$ cat config.mk
export PLATFORM = sky130hd
export DESIGN_NAME = hazard_scoreboard
export DESIGN_NICKNAME = d
export VERILOG_FILES = /design/src/rtl/hazard_scoreboard.sv
export SDC_FILE = /design/constraint.sdc
export NUM_CORES = 1
export LEC_CHECK = 0
export CORE_UTILIZATION = 39
export CTS_CLUSTER_DIAMETER = 120
export DETAILED_ROUTE_END_ITERATION = 10
export PLACE_DENSITY = 0.75
export SLEW_MARGIN = 20
export SYNTH_ARGS = -nofsm -noshare
export SYNTH_HDL_FRONTEND = slang
export SYNTH_SLANG_ARGS = --single-unit
$ cat constraint.sdc
create_clock -name clk -period 1.6 [get_ports clk]
set_input_delay 0.32 -clock clk [delete_from_list [all_inputs] [get_ports clk]]
set_output_delay 0.32 -clock clk [all_outputs]
set_load 0.1 [all_outputs]
$ cat src/rtl/hazard_scoreboard.sv
// Destination-tag scoreboard for the ID/EX, EX/MEM and MEM/WB stages; raises a
// one-cycle load-use stall. Optional macro HAZARD_BR_STALL_EN adds ID-stage branch hazards.
module hazard_scoreboard #(
  parameter int REG_W = 4,
  parameter int CNT_W = 16
) (
  input  logic             clk,
  input  logic             rst_n,
  input  logic             id_valid,
  input  logic [REG_W-1:0] id_rs,
  input  logic [REG_W-1:0] id_rt,
  input  logic             id_uses_rs,
  input  logic             id_uses_rt,
  input  logic [REG_W-1:0] id_rd,
  input  logic             id_rw,
  input  logic             id_memread,
  input  logic             id_is_br,
  input  logic             flush,
  output logic             stall,
  output logic [REG_W-1:0] id_ex_rd,
  output logic             id_ex_rw,
  output logic [REG_W-1:0] ex_mem_rd,
  output logic             ex_mem_rw,
  output logic [REG_W-1:0] mem_wb_rd,
  output logic             mem_wb_rw,
  output logic [CNT_W-1:0] stall_count
);

  logic [REG_W-1:0] r_id_ex_rd, r_ex_mem_rd, r_mem_wb_rd;
  logic             r_id_ex_rw, r_ex_mem_rw, r_mem_wb_rw;
  logic             r_id_ex_mr;
  logic [CNT_W-1:0] r_stall_cnt;

  logic w_rs_hit, w_rt_hit, w_load_use, w_br_haz, w_stall, w_bubble;

  assign w_rs_hit   = id_uses_rs & (id_rs == r_id_ex_rd);
  assign w_rt_hit   = id_uses_rt & (id_rt == r_id_ex_rd);
  assign w_load_use = id_valid & r_id_ex_mr & r_id_ex_rw & (r_id_ex_rd != '0)
                    & (w_rs_hit | w_rt_hit);

`ifdef HAZARD_BR_STALL_EN
  logic r_ex_mem_mr;

  // Branch operands are consumed in ID, so any ID/EX writer or an EX/MEM load blocks it
  assign w_br_haz = id_valid & id_is_br
                  & (((id_rs == r_id_ex_rd) & r_id_ex_rw & (r_id_ex_rd != '0))
                   | ((id_rs == r_ex_mem_rd) & r_ex_mem_rw & r_ex_mem_mr));

  always_ff @(posedge clk) begin
    if (!rst_n) r_ex_mem_mr <= 1'b0;
    else        r_ex_mem_mr <= r_id_ex_mr;
  end
`else
  logic w_unused_br;
  assign w_unused_br = id_is_br;
  assign w_br_haz    = 1'b0;
`endif

  assign w_stall  = (w_load_use | w_br_haz) & ~flush;
  assign w_bubble = ~id_valid | flush | w_stall;

  // ---- stage boundary: ID -> ID/EX -> EX/MEM -> MEM/WB ----
  always_ff @(posedge clk) begin
    if (!rst_n) begin
      r_id_ex_rd  <= '0;
      r_id_ex_rw  <= 1'b0;
      r_id_ex_mr  <= 1'b0;
      r_ex_mem_rd <= '0;
      r_ex_mem_rw <= 1'b0;
      r_mem_wb_rd <= '0;
      r_mem_wb_rw <= 1'b0;
      r_stall_cnt <= '0;
    end else begin
      r_mem_wb_rd <= r_ex_mem_rd;
      r_mem_wb_rw <= r_ex_mem_rw;
      r_ex_mem_rd <= r_id_ex_rd;
      r_ex_mem_rw <= r_id_ex_rw;
      r_id_ex_rd  <= w_bubble ? '0 : id_rd;
      r_id_ex_rw  <= ~w_bubble & id_rw & (id_rd != '0);
      r_id_ex_mr  <= ~w_bubble & id_memread;
      if (w_stall && (r_stall_cnt != '1))
        r_stall_cnt <= r_stall_cnt + 1'b1;
    end
  end

  assign stall       = w_stall;
  assign id_ex_rd    = r_id_ex_rd;
  assign id_ex_rw    = r_id_ex_rw;
  assign ex_mem_rd   = r_ex_mem_rd;
  assign ex_mem_rw   = r_ex_mem_rw;
  assign mem_wb_rd   = r_mem_wb_rd;
  assign mem_wb_rw   = r_mem_wb_rw;
  assign stall_count = r_stall_cnt;

endmodule

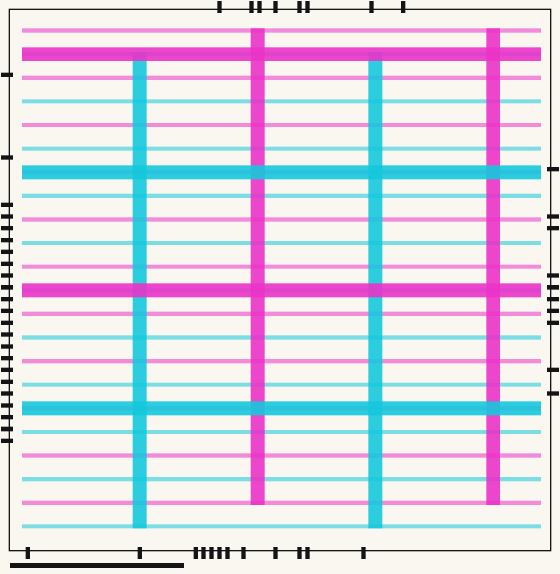
(power grid)
Scale bar: 20 um. Pins as bars on the die edge.
net	colour
VSS	cyan
VDD	magenta
rows	21
met4 straps	4
die height: 62.2 um
die width: 62.2 um
core area: 0.00342 mm2

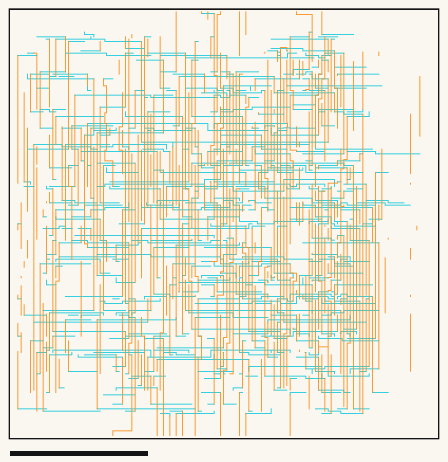
(metal layers overlaid)
Scale bar: 20 um. Only two layers are drawn.
layer	colour	wire length
metal 1	cyan	2090 um
metal 2	orange	3070 um

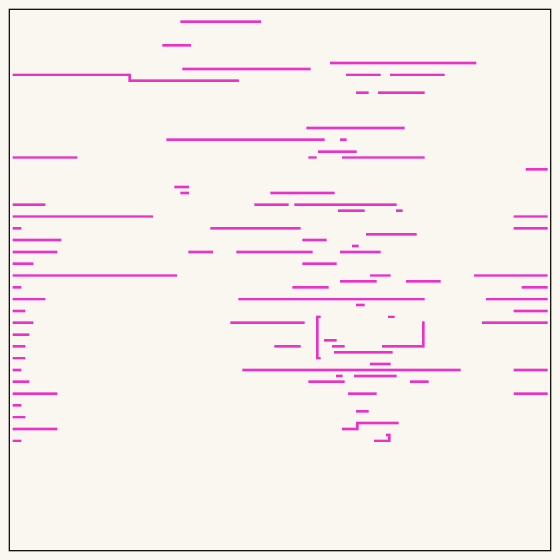
(the metal 3 layer)
longest straight run	24.8 um
wire length on this layer	442 um
share of all routed wire	7.5%

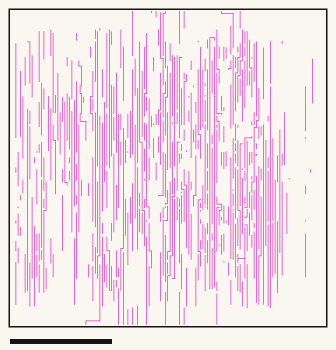
(metal 2)
Scale bar: 20 um.
longest straight run	49.5 um
share of all routed wire	52%
main direction	vertical
nets with wire on the layer	243
wire length on this layer	3070 um
routed vias: 1657
WL final: 5860 um
met2 Use GR: 49.6%

==> results.yml <==
# implementation run metrics
placement:
  dp_slack_ns: -0.638
  place_hpwl_um: 3320
timing:
  finalWorstSetupSlack_ns: -0.488
  post-route-min-period_ns: 2.09
  final.setup.tns_ns: -7.07
  finalSetupViolations: 23
  timing.final.max_slew_violations: 0
setup_path:
  path_delay_family: "simple AND/OR/NAND/NOR gates"
  r2r_cells: 8
  cp-startpoint: "id_rs[3]"
  regToRegStartpoint: "id_ex_rd[0]"
grt:
  antenna_found_initial: 0
  gr-max-usage-layer: "met2"
  gr-usage-met1_pct: 28.9
  grt_max_degree: 22
  use_met3_pct: 10.1
routing:
  dr_wl_met3_um: 441
  vias_per_cell: 5.79
  ant_nets: 0
synthesis:
  synth_cell_type_count: 38
  edf_count: 0
  top_area_share_pct: 45.3
  synth_flops: 32
  ys_cells: 150
  syn_area_mm2: 0.00141
  most_common_cell: "dfxtp_1"
run_status:
  violations: "setup timing"
  status: "complete, but fails checks"
floorplanning:
  initial_core_util_pct: 41.4
clocking:
  cts_setup_buffers: 6
layout:
  nFillCells: 147
hold_path:
  hold_class: "reg -> reg"
[kinds of logic (layout without fill, tap and decap cells)]
kind of cell             Yosys count  count (layout)  synth area share (%)
AND-OR/OR-AND                     27              27                  11.9
XOR/XNOR                           9               9                  5.58
adder cells (fa/ha/maj)            1               1                 0.885
buffers and inverters              8              98                  2.21
flip-flops                        32              32                  45.3
multiplexers                       3               3                  2.12
AND/OR/NAND/NOR                   70              70                  32.0
[area by class of cell]
cell class	count	area, um2	area share [%]
well taps	46	57.6	1.93
clock buffers	8	68.8	2.31
repair buffers	87	1160	38.9
inverters	3	16.3	0.547
flip-flops and latches	32	717	24.1
multi-input cells	110	960	32.3
